File: src/rtl/addsub_serial_chunk.sv
// Multi-cycle adder/subtractor: WIDTH-bit a+b or a-b, CHUNK bits per clock, start/busy/done handshake.
// Optional saturation on signed overflow is enabled by defining ADDSUB_SAT_EN.
module addsub_serial_chunk #(
    parameter int WIDTH = 16,
    parameter int CHUNK = 4
) (
    input  logic             clk,
    input  logic             rst_n,
    input  logic             start,
    input  logic [WIDTH-1:0] a,
    input  logic [WIDTH-1:0] b,
    input  logic             m,
    output logic             busy,
    output logic             done,
    output logic [WIDTH-1:0] result,
    output logic             c_out,
    output logic             ovf,
    output logic             zero,
    output logic             neg
);

    localparam int NCHUNK = WIDTH / CHUNK;
    localparam int IDX_W  = (NCHUNK > 1) ? $clog2(NCHUNK) : 1;
    localparam logic [IDX_W-1:0] LAST_IDX = IDX_W'(NCHUNK - 1);

    generate
        if (WIDTH < 2) begin : g_bad_width
            $error("addsub_serial_chunk: WIDTH must be >= 2");
        end
        if ((CHUNK < 1) || (WIDTH % CHUNK != 0)) begin : g_bad_chunk
            $error("addsub_serial_chunk: WIDTH must be a multiple of CHUNK");
        end
    endgenerate

    typedef enum logic [1:0] {
        IDLE,
        BUSY,
        DONE
    } state_t;

    state_t state_q, state_d;

    logic [WIDTH-1:0] a_q;
    logic [WIDTH-1:0] b_q;
    logic             m_q;
    logic             carry_q;
    logic [IDX_W-1:0] idx_q;
    logic [WIDTH-1:0] shadow_q;

    logic             accept;
    logic             last_chunk;
    logic             carry_in;
    logic [CHUNK-1:0] a_chunk;
    logic [CHUNK-1:0] b_chunk;
    logic [CHUNK:0]   chunk_sum;
    logic [WIDTH-1:0] full_raw;
    logic [WIDTH-1:0] full_res;
    logic             c_fin;
    logic             c_msb_in;
    logic             ovf_fin;

    assign accept     = start && ((state_q == IDLE) || (state_q == DONE));
    assign last_chunk = (idx_q == LAST_IDX);

    // -------------------------------------------------------------------------
    // State register
    // -------------------------------------------------------------------------
    always_ff @(posedge clk or negedge rst_n) begin
        if (!rst_n) begin
            state_q <= IDLE;
        end else begin
            state_q <= state_d;
        end
    end

    // -------------------------------------------------------------------------
    // Next-state logic
    // -------------------------------------------------------------------------
    always_comb begin
        state_d = state_q;
        unique case (state_q)
            IDLE:    state_d = start ? BUSY : IDLE;
            BUSY:    state_d = last_chunk ? DONE : BUSY;
            DONE:    state_d = start ? BUSY : IDLE;
            default: state_d = IDLE;
        endcase
    end

    // -------------------------------------------------------------------------
    // Output decode
    // -------------------------------------------------------------------------
    always_comb begin
        busy = 1'b0;
        done = 1'b0;
        unique case (state_q)
            BUSY:    busy = 1'b1;
            DONE:    done = 1'b1;
            default: ;
        endcase
    end

    // -------------------------------------------------------------------------
    // Chunk datapath
    // -------------------------------------------------------------------------
    // The first chunk takes its carry-in straight from the captured mode bit,
    // which provides the +1 of the two's complement subtract.
    assign carry_in  = (idx_q == '0) ? m_q : carry_q;
    assign a_chunk   = a_q[idx_q*CHUNK +: CHUNK];
    assign b_chunk   = b_q[idx_q*CHUNK +: CHUNK];
    assign chunk_sum = {1'b0, a_chunk} + {1'b0, b_chunk} + {{CHUNK{1'b0}}, carry_in};

    always_comb begin
        full_raw = shadow_q;
        full_raw[idx_q*CHUNK +: CHUNK] = chunk_sum[CHUNK-1:0];
    end

    // Carry into the MSB recovered from the MSB sum bit; works for any CHUNK, including 1.
    assign c_fin    = chunk_sum[CHUNK];
    assign c_msb_in = a_q[WIDTH-1] ^ b_q[WIDTH-1] ^ full_raw[WIDTH-1];
    assign ovf_fin  = c_msb_in ^ c_fin;

`ifdef ADDSUB_SAT_EN
    always_comb begin
        full_res = full_raw;
        if (ovf_fin) begin
            full_res = a_q[WIDTH-1] ? {1'b1, {(WIDTH-1){1'b0}}}
                                    : {1'b0, {(WIDTH-1){1'b1}}};
        end
    end
`else
    assign full_res = full_raw;
`endif

    // -------------------------------------------------------------------------
    // Operand capture, chunk accumulation and result/flag update
    // -------------------------------------------------------------------------
    // Partial sums go to shadow_q so the visible result stays stable until the
    // last chunk commits the whole word at DONE entry.
    always_ff @(posedge clk or negedge rst_n) begin
        if (!rst_n) begin
            a_q      <= '0;
            b_q      <= '0;
            m_q      <= 1'b0;
            carry_q  <= 1'b0;
            idx_q    <= '0;
            shadow_q <= '0;
            result   <= '0;
            c_out    <= 1'b0;
            ovf      <= 1'b0;
            zero     <= 1'b0;
            neg      <= 1'b0;
        end else if (accept) begin
            a_q     <= a;
            b_q     <= b ^ {WIDTH{m}};
            m_q     <= m;
            carry_q <= m;
            idx_q   <= '0;
        end else if (state_q == BUSY) begin
            shadow_q <= full_raw;
            carry_q  <= chunk_sum[CHUNK];
            if (last_chunk) begin
                result <= full_res;
                c_out  <= c_fin;
                ovf    <= ovf_fin;
                zero   <= (full_res == '0);
                neg    <= full_res[WIDTH-1];
            end else begin
                idx_q <= idx_q + IDX_W'(1);
            end
        end
    end

endmodule

File: config.mk
export PLATFORM = sky130hd
export DESIGN_NAME = addsub_serial_chunk
export DESIGN_NICKNAME = d
export VERILOG_FILES = /design/src/rtl/addsub_serial_chunk.sv
export SDC_FILE = /design/constraint.sdc
export NUM_CORES = 1
export LEC_CHECK = 0
export CAP_MARGIN = 20
export CORE_ASPECT_RATIO = 1.25
export CORE_MARGIN = 2
export CORE_UTILIZATION = 45
export DETAILED_ROUTE_END_ITERATION = 8
export GPL_TIMING_DRIVEN = 0
export HOLD_SLACK_MARGIN = 0.1
export PLACE_DENSITY_LB_ADDON = 0.08
export SETUP_SLACK_MARGIN = 0.1
export SKIP_CTS_REPAIR_TIMING = 1
export SLEW_MARGIN = 20
export SYNTH_ARGS = -nofsm -noshare
export SYNTH_HDL_FRONTEND = slang
export SYNTH_SLANG_ARGS = --single-unit
File: constraint.sdc
create_clock -name clk -period 3.3 [get_ports clk]
set_input_delay 0.66 -clock clk [delete_from_list [all_inputs] [get_ports clk]]
set_output_delay 0.66 -clock clk [all_outputs]
set_load 0.01 [all_outputs]
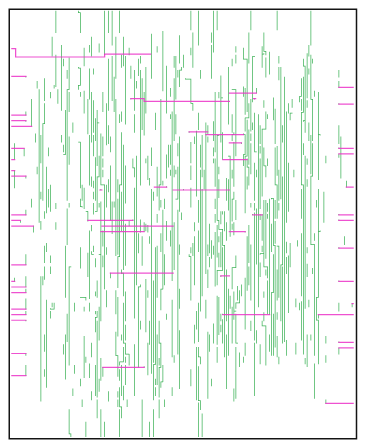
Figure 1: run 1, metal layers overlaid.
Only two layers are drawn.
green -> metal 2  # wire length 4190 um
magenta -> metal 3  # wire length 306 um
DR WL/cell: 14.5 um
GRT Total Usage: 18.7%
vias post-DR: 2794
routed wire length: 7870 um

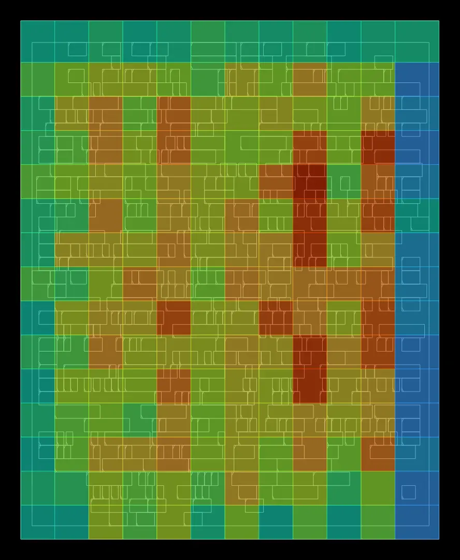
Figure 2: run 1, routing congestion map.
GR Layer Usage met3: 3.63%
busiest layer in global routing: met2
routing usage on met2: 34.3%

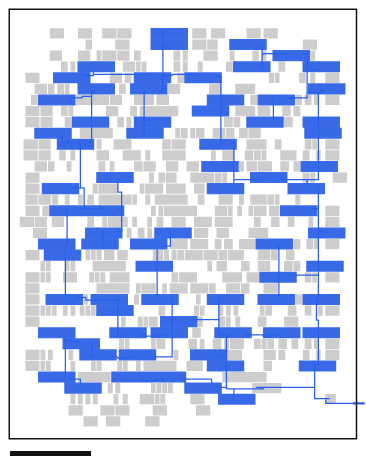
Figure 3: run 1, nets reached from selected ports.
Bar = 20 um.
blue -> rst_n  # bits 1, direction input, edge east, end cells 73, wire 539 um
Port-buffer cells: 56
I/O pins: 58

==> flow_summary.yaml, run 1 <==
# flow metrics
status:
  status: "complete, no violations"
logic_synthesis:
  syn_inst: 372
  simple_gate_area_share_pct: 17.3
  flop_cell: "dfrtp_1"
  top_area_cell: "dfrtp_1"
  synthesis.nets: 419
  ys_sh_mux_pct: 6.03
  top_cells_by_count: "nand2_1, dfrtp_1, o21ai_0"
  compound_area_share_pct: 13.2
  ys_sh_xor_pct: 5.24
  ys_cells: 372
  yosys_warnings: 0
  yosysSeqAreaShare_pct: 49.7
  area_leaders: "dfrtp_1, nand2_1, o21ai_0"
  ys_sh_adder_pct: 4.15
  ys_async_sr_fraction_pct: 100
  synth_flops: 73
  ys_chip_area_um2: 3670
  edf_count: 0
  synth.logic.top_family: "simple AND/OR/NAND/NOR gates"
  avgSynthCellArea_um2: 9.88
  synth.top_cell.area_share_pct: 49.7
  synth.most_common_cell: "nand2_1"
  synth_area_um2: 3670
  ys_types: 43
clocking:
  insertion_delay_ns: 0.35
  cts_sinks: 73
  cts.htree.levels: 3
  cts_buffer_depth: 2
  root_buffer: "clkbuf_8"
  cts_tree: "built"
  clk_pin_slew_ns: 0.08
  cts_buffers: 9
detailed_routing:
  routed.top_layer: "met4"
  remaining_drc_errors: 0
  routed-wl-met2_um: 4190
  drtIter0Drc: 108
  first_pass_iters: 5
  wl_met1_um: 3230
  avgViaCountPerCell: 5.16
  ant_nets: 0
  wl_met3_um: 306
cells_and_area:
  clk_share_pct: 4.45
  dominant_cells: "flip-flops and latches"
  fillers: 713
  comb_share_pct: 37.0
  flop-count: 73
  logic_area_um2: 1710
  synthToLayoutAreaGrowth_pct: 25.4
  seq_area_um2: 1830
  diodes: 0
  postLayoutCoreUtil_pct: 58.5
  comb_cells: 265
  inv_count: 11
  drive_gt1_share_pct: 11.7
  buffers: 81
  seq_share_pct: 39.6
  layoutNonFillerInstCount: 541
  clock_buffers: 10
  nonClkBufAreaFrac_pct: 15.4
  nNetsFinal: 488
setup_path:
  cp-endpoint: "shadow_q[9]$_DFFE_PN0P_"
  cp.arrival_ns: 3.30
  rr_endpoint: "shadow_q[9]$_DFFE_PN0P_"
  crit_path_cell_trace: "buf_2, buf_4, mux4_2, inv_1, fa_2, fa_2, buf_4, nor2_1, a22o_2"
  worstSetupPathDepth: 9
  crit_path_end_kind: "flip-flop"
  worst-path-buf-inv: 4
  crit_family: "buffers and inverters"
  critPathLaunch: "idx_q[0]$_DFFE_PN0P_"
  r2r_cells: 9
  crit_path_top_delay_cell: "mux4_2"
  required_ns: 3.59
  r2r_slack_ns: 0.29
  cp-start-kind: "flip-flop"
  slowest_delay_ns: 0.51
  crit_path_max_fanout: 10
  r2r-start: "idx_q[0]$_DFFE_PN0P_"
  path_class: "reg2reg"
sta:
  finalSetupViolations: 0
  worstMarginPinSlew_ns: 0.474
  relSlewSlack_pct: 68.4
  finalClockSkew_ns: 0.00670
  whs_ns: 0.258
  finalHoldViolations: 0
  slew_violations: 0
  min_period_over_period_pct: 91.1
  tns_ns: 0
  period_needed_ns: 3.01
  fmax_ghz: 0.333
  rsz0062_at_grt: "false"
floorplan:
  core_um2: 7880
  fp_util_pct: 46.6
  tapCellCount: 95
  rows: 36
  die-area_um2: 8910
  die_w_um: 84.8
  dieHeight_um: 105
flow_run:
  openroad.warnings: 31
  cap_violations: 0
place:
  post-place-cells: 524
  place_congestion: 0.777
  dp_hpwl_um: 5880
power:
  clock_power_uw: 719
  combinationalPowerShare_pct: 56.5
  swShare_pct: 43.2
  total_power_mw: 5.00
  maxPowerGroup: "combinational logic"
  ir_drop_uv: 531
  p_comb_mw: 2.82
  clockPowerShare_pct: 14.4
  seqPwrFrac_pct: 29.2
  leakagePower_nw: 2.07
  p_int_mw: 2.84
  p_seq_mw: 1.46
  p_sw_mw: 2.16
  cellPowerDensity_nw_per_um2: 1080
global_routing:
  antenna_found_initial: 0
  grt_max_degree: 39
  grt_pass1_wl_um: 13200
  grt-ovfl-total: 0
  grtUsageMet1_pct: 21.8
  grt_pass1_vias: 2773
min_path:
  hold_class: "in2async"
## run 1: stage by stage
stage	area, um^2	worst slack (ns)
after floorplan	3670	0.440
after global placement	4350	-0.944
after detailed placement	4370	-0.142
after CTS	4580	-0.121
after global routing	4610	0.120
final	4610	0.294
## run 1: placed cells by master (no fill, tap or decap), drive strengths merged, types with 3 or more instances in the layout
cell type	n
nand2	98
dfrtp	73
clkdlybuf4s50	55
o21ai	38
clkbuf	22
xnor2	21
nor2b	16
a21oi	15
buf	14
a22o	11
inv	10
nor2	9
ha	9
mux4	8
nand2b	5
nor3	4
clkinv	4
mux2i	3
## run 1: flip-flops by register name (all words and copies together) (netlist names)
signal / flops
a_q: 16
b_q: 16
c_out: 1
carry_q: 1
idx_q: 2
m_q: 1
ovf: 1
result: 16
shadow_q: 16
state_q: 2
zero: 1
Figure 4. M1 wires (run 1).
Bar = 20 um. Supply wires on this layer in gray. Cells faint in the background.
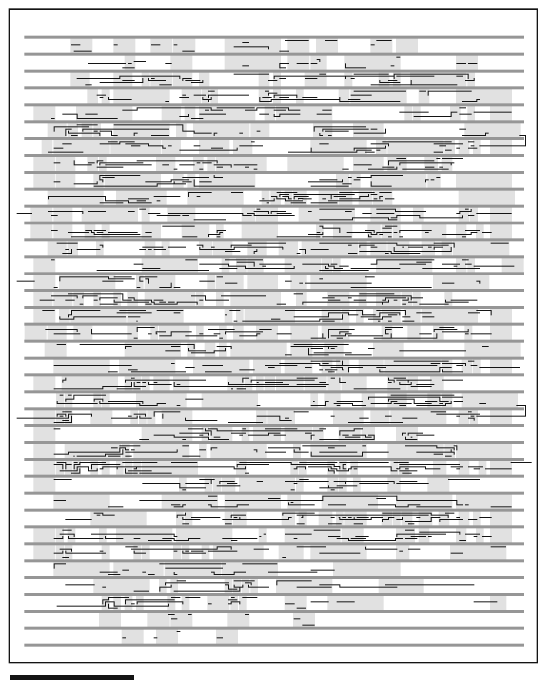

--- run 2 (diff from run 1) ---
Settings changed: SETUP_SLACK_MARGIN 0.1 to unset.
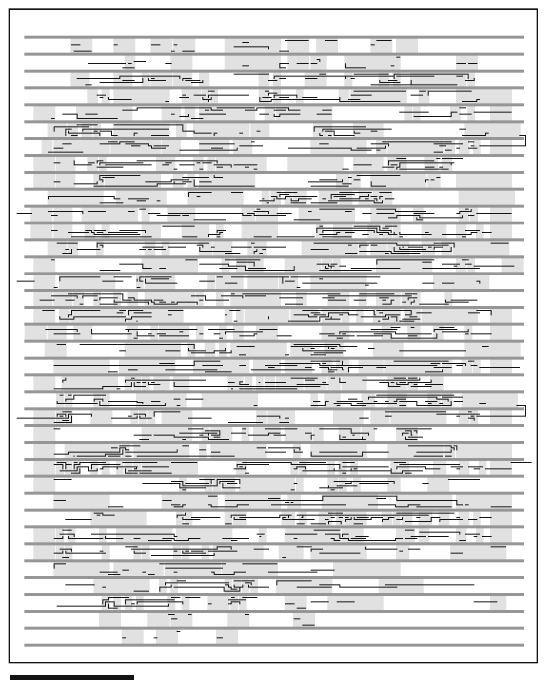
Figure 5: run 2, M1 wires.
Bar = 20 um. Supply wires on this layer in gray. Cells faint in the background.
nets with wire on the layer = 424
main direction = horizontal
wire length on this layer = 3220 um
met1 usage: 21.8%
vias post-DR: 2792
routed wire length: 7820 um

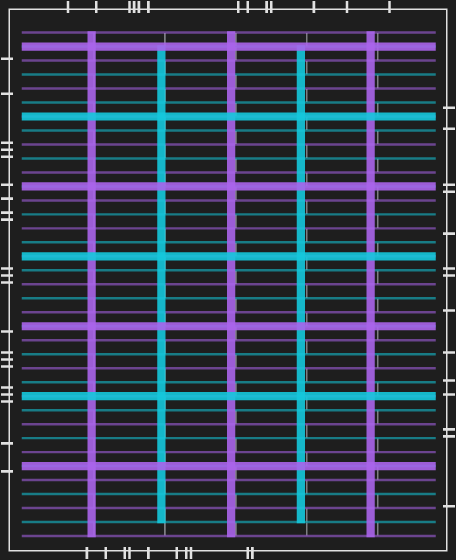
Figure 6: run 2, power grid.
Pins as bars on the die edge. Tap cells in gray.
purple -> VSS
cyan -> VDD
met1 rails = 37
tap cells = 95
Core ar.: 7880 um^2
Die Width: 84.8 um
die y size: 105 um
maximum vdd ir drop: 533 uV

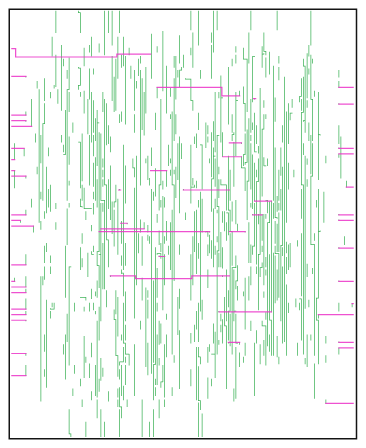
Figure 7: run 2, metal layers overlaid.
Only two layers are drawn.
green -> metal 2  # wire length 4180 um
magenta -> metal 3  # wire length 293 um
DR WL/cell: 14.5 um

==> run 2 against run 1 <==
Combinational power shrank 2%. Global-route usage unchanged. First-iteration DRC count increased by 31%. Synthesized area unchanged. Die area unchanged. Clock power fell by 0.6%. Routed wire length is 0.58% lower. Cell area shrank 0.22%. Sequential cell count stayed put. Clock skew up 0.00087 ns. Critical path type unchanged. Largest cell class unchanged.
==> flow_summary.yaml, run 2 <==
# flow metrics
clocking:
  cts_buffers: 9
  insertion_delay_ns: 0.35
  root_buffer: "clkbuf_8"
  cts_tree: "built"
  cts.htree.levels: 3
  cts_buffer_depth: 2
  cts_sinks: 73
sta:
  rsz0062_at_grt: "true"
  finalHoldViolations: 0
  finalClockSkew_ns: 0.00757
  tns_ns: 0
  fin_ws_ns: 0.196
  finalSetupViolations: 0
  whs_ns: 0.263
  fmax_ghz: 0.322
  relSlewSlack_pct: 68.1
  min_period_over_period_pct: 94.1
  worstMarginPinSlew_ns: 0.479
detailed_routing:
  first_pass_iters: 5
  ant_nets: 0
  remaining_drc_errors: 0
  drtIter0Drc: 141
  avgViaCountPerCell: 5.17
logic_synthesis:
  ys_chip_area_um2: 3670
  top_cells_by_count: "nand2_1, dfrtp_1, o21ai_0"
  area_leaders: "dfrtp_1, nand2_1, o21ai_0"
  edf_count: 0
  syn_inst: 372
  synth.top_cell.area_share_pct: 49.7
  ys_types: 43
  synthesis.nets: 419
  avgSynthCellArea_um2: 9.88
  flop_cell: "dfrtp_1"
  synth_area_um2: 3670
  ys_async_sr_fraction_pct: 100
  ys_cells: 372
  synth_flops: 73
  yosysSeqAreaShare_pct: 49.7
  synth.most_common_cell: "nand2_1"
cells_and_area:
  inv_count: 11
  diodes: 0
  fillers: 712
  seq_share_pct: 39.7
  clock_buffers: 10
  nonClkBufAreaFrac_pct: 15.3
  dominant_cells: "flip-flops and latches"
  finalInstanceArea_um2: 4600
  postLayoutCoreUtil_pct: 58.3
  nNetsFinal: 487
  comb_cells: 265
  layoutNonFillerInstCount: 540
  comb_share_pct: 37.1
  clk_share_pct: 4.46
  drive_gt1_share_pct: 11.2
setup_path:
  slowest_delay_ns: 0.61
  crit_path_end_kind: "flip-flop"
  worst-path-buf-inv: 4
  critPathLaunch: "idx_q[0]$_DFFE_PN0P_"
  crit_family: "adder cells"
  r2r_cells: 10
  crit_path_cell_trace: "buf_2, buf_4, mux4_2, inv_1, fa_1, fa_2, inv_1, o32ai_1, nand3_1, o31ai_1"
  worstSetupPathDepth: 10
  rr_endpoint: "zero$_DFFE_PN0P_"
  cp-endpoint: "zero$_DFFE_PN0P_"
  crit_path_max_fanout: 10
  cp-start-kind: "flip-flop"
  path_class: "reg2reg"
  r2r-start: "idx_q[0]$_DFFE_PN0P_"
floorplan:
  rows: 36
  fp_util_pct: 46.6
place:
  place_congestion: 0.777
  dp_hpwl_um: 5880
  post_dp_cell_area_um2: 4370
  dp_slack_ns: -0.142
  io_buffers: 56
global_routing:
  antenna_found_initial: 0
  grt-ovfl-total: 0
  grt.total_usage_pct: 18.7
  grt_pass1_vias: 2773
  grt_pass1_wl_um: 13200
power:
  total_power_mw: 4.94
  leakagePower_nw: 2.07
status:
  status: "complete, no violations"
flow_run:
  openroad.warnings: 32
min_path:
  hold_class: "in2async"
==> run 2: cells by family after synthesis <==
kind of cell               synth area share [%]
buffers and inverters                      4.39
AOI/OAI and AO/OA                          13.2
adders and majority gates                  4.15
and+or+nand+nor                            17.3
DFF                                        49.7
xor gates and xnor gates                   5.24
muxes                                      6.03
==> run 2: metal layers <==
metal  up-vias  track usage (%)  share of wire (%)
met5         -                0                  0
met4         0             5.67                1.6
met3        12             3.63                3.7
met2        61             34.3                 53
met1      1327             21.8                 41
li1       1392                -                  -
==> run 2: report_power, final <==
part | switching [mW] | internal (mW)
sequential | 0.201 | 1.26
clock | 0.345 | 0.371
combinational | 1.59 | 1.18
Power and IR drop assume default switching activity.
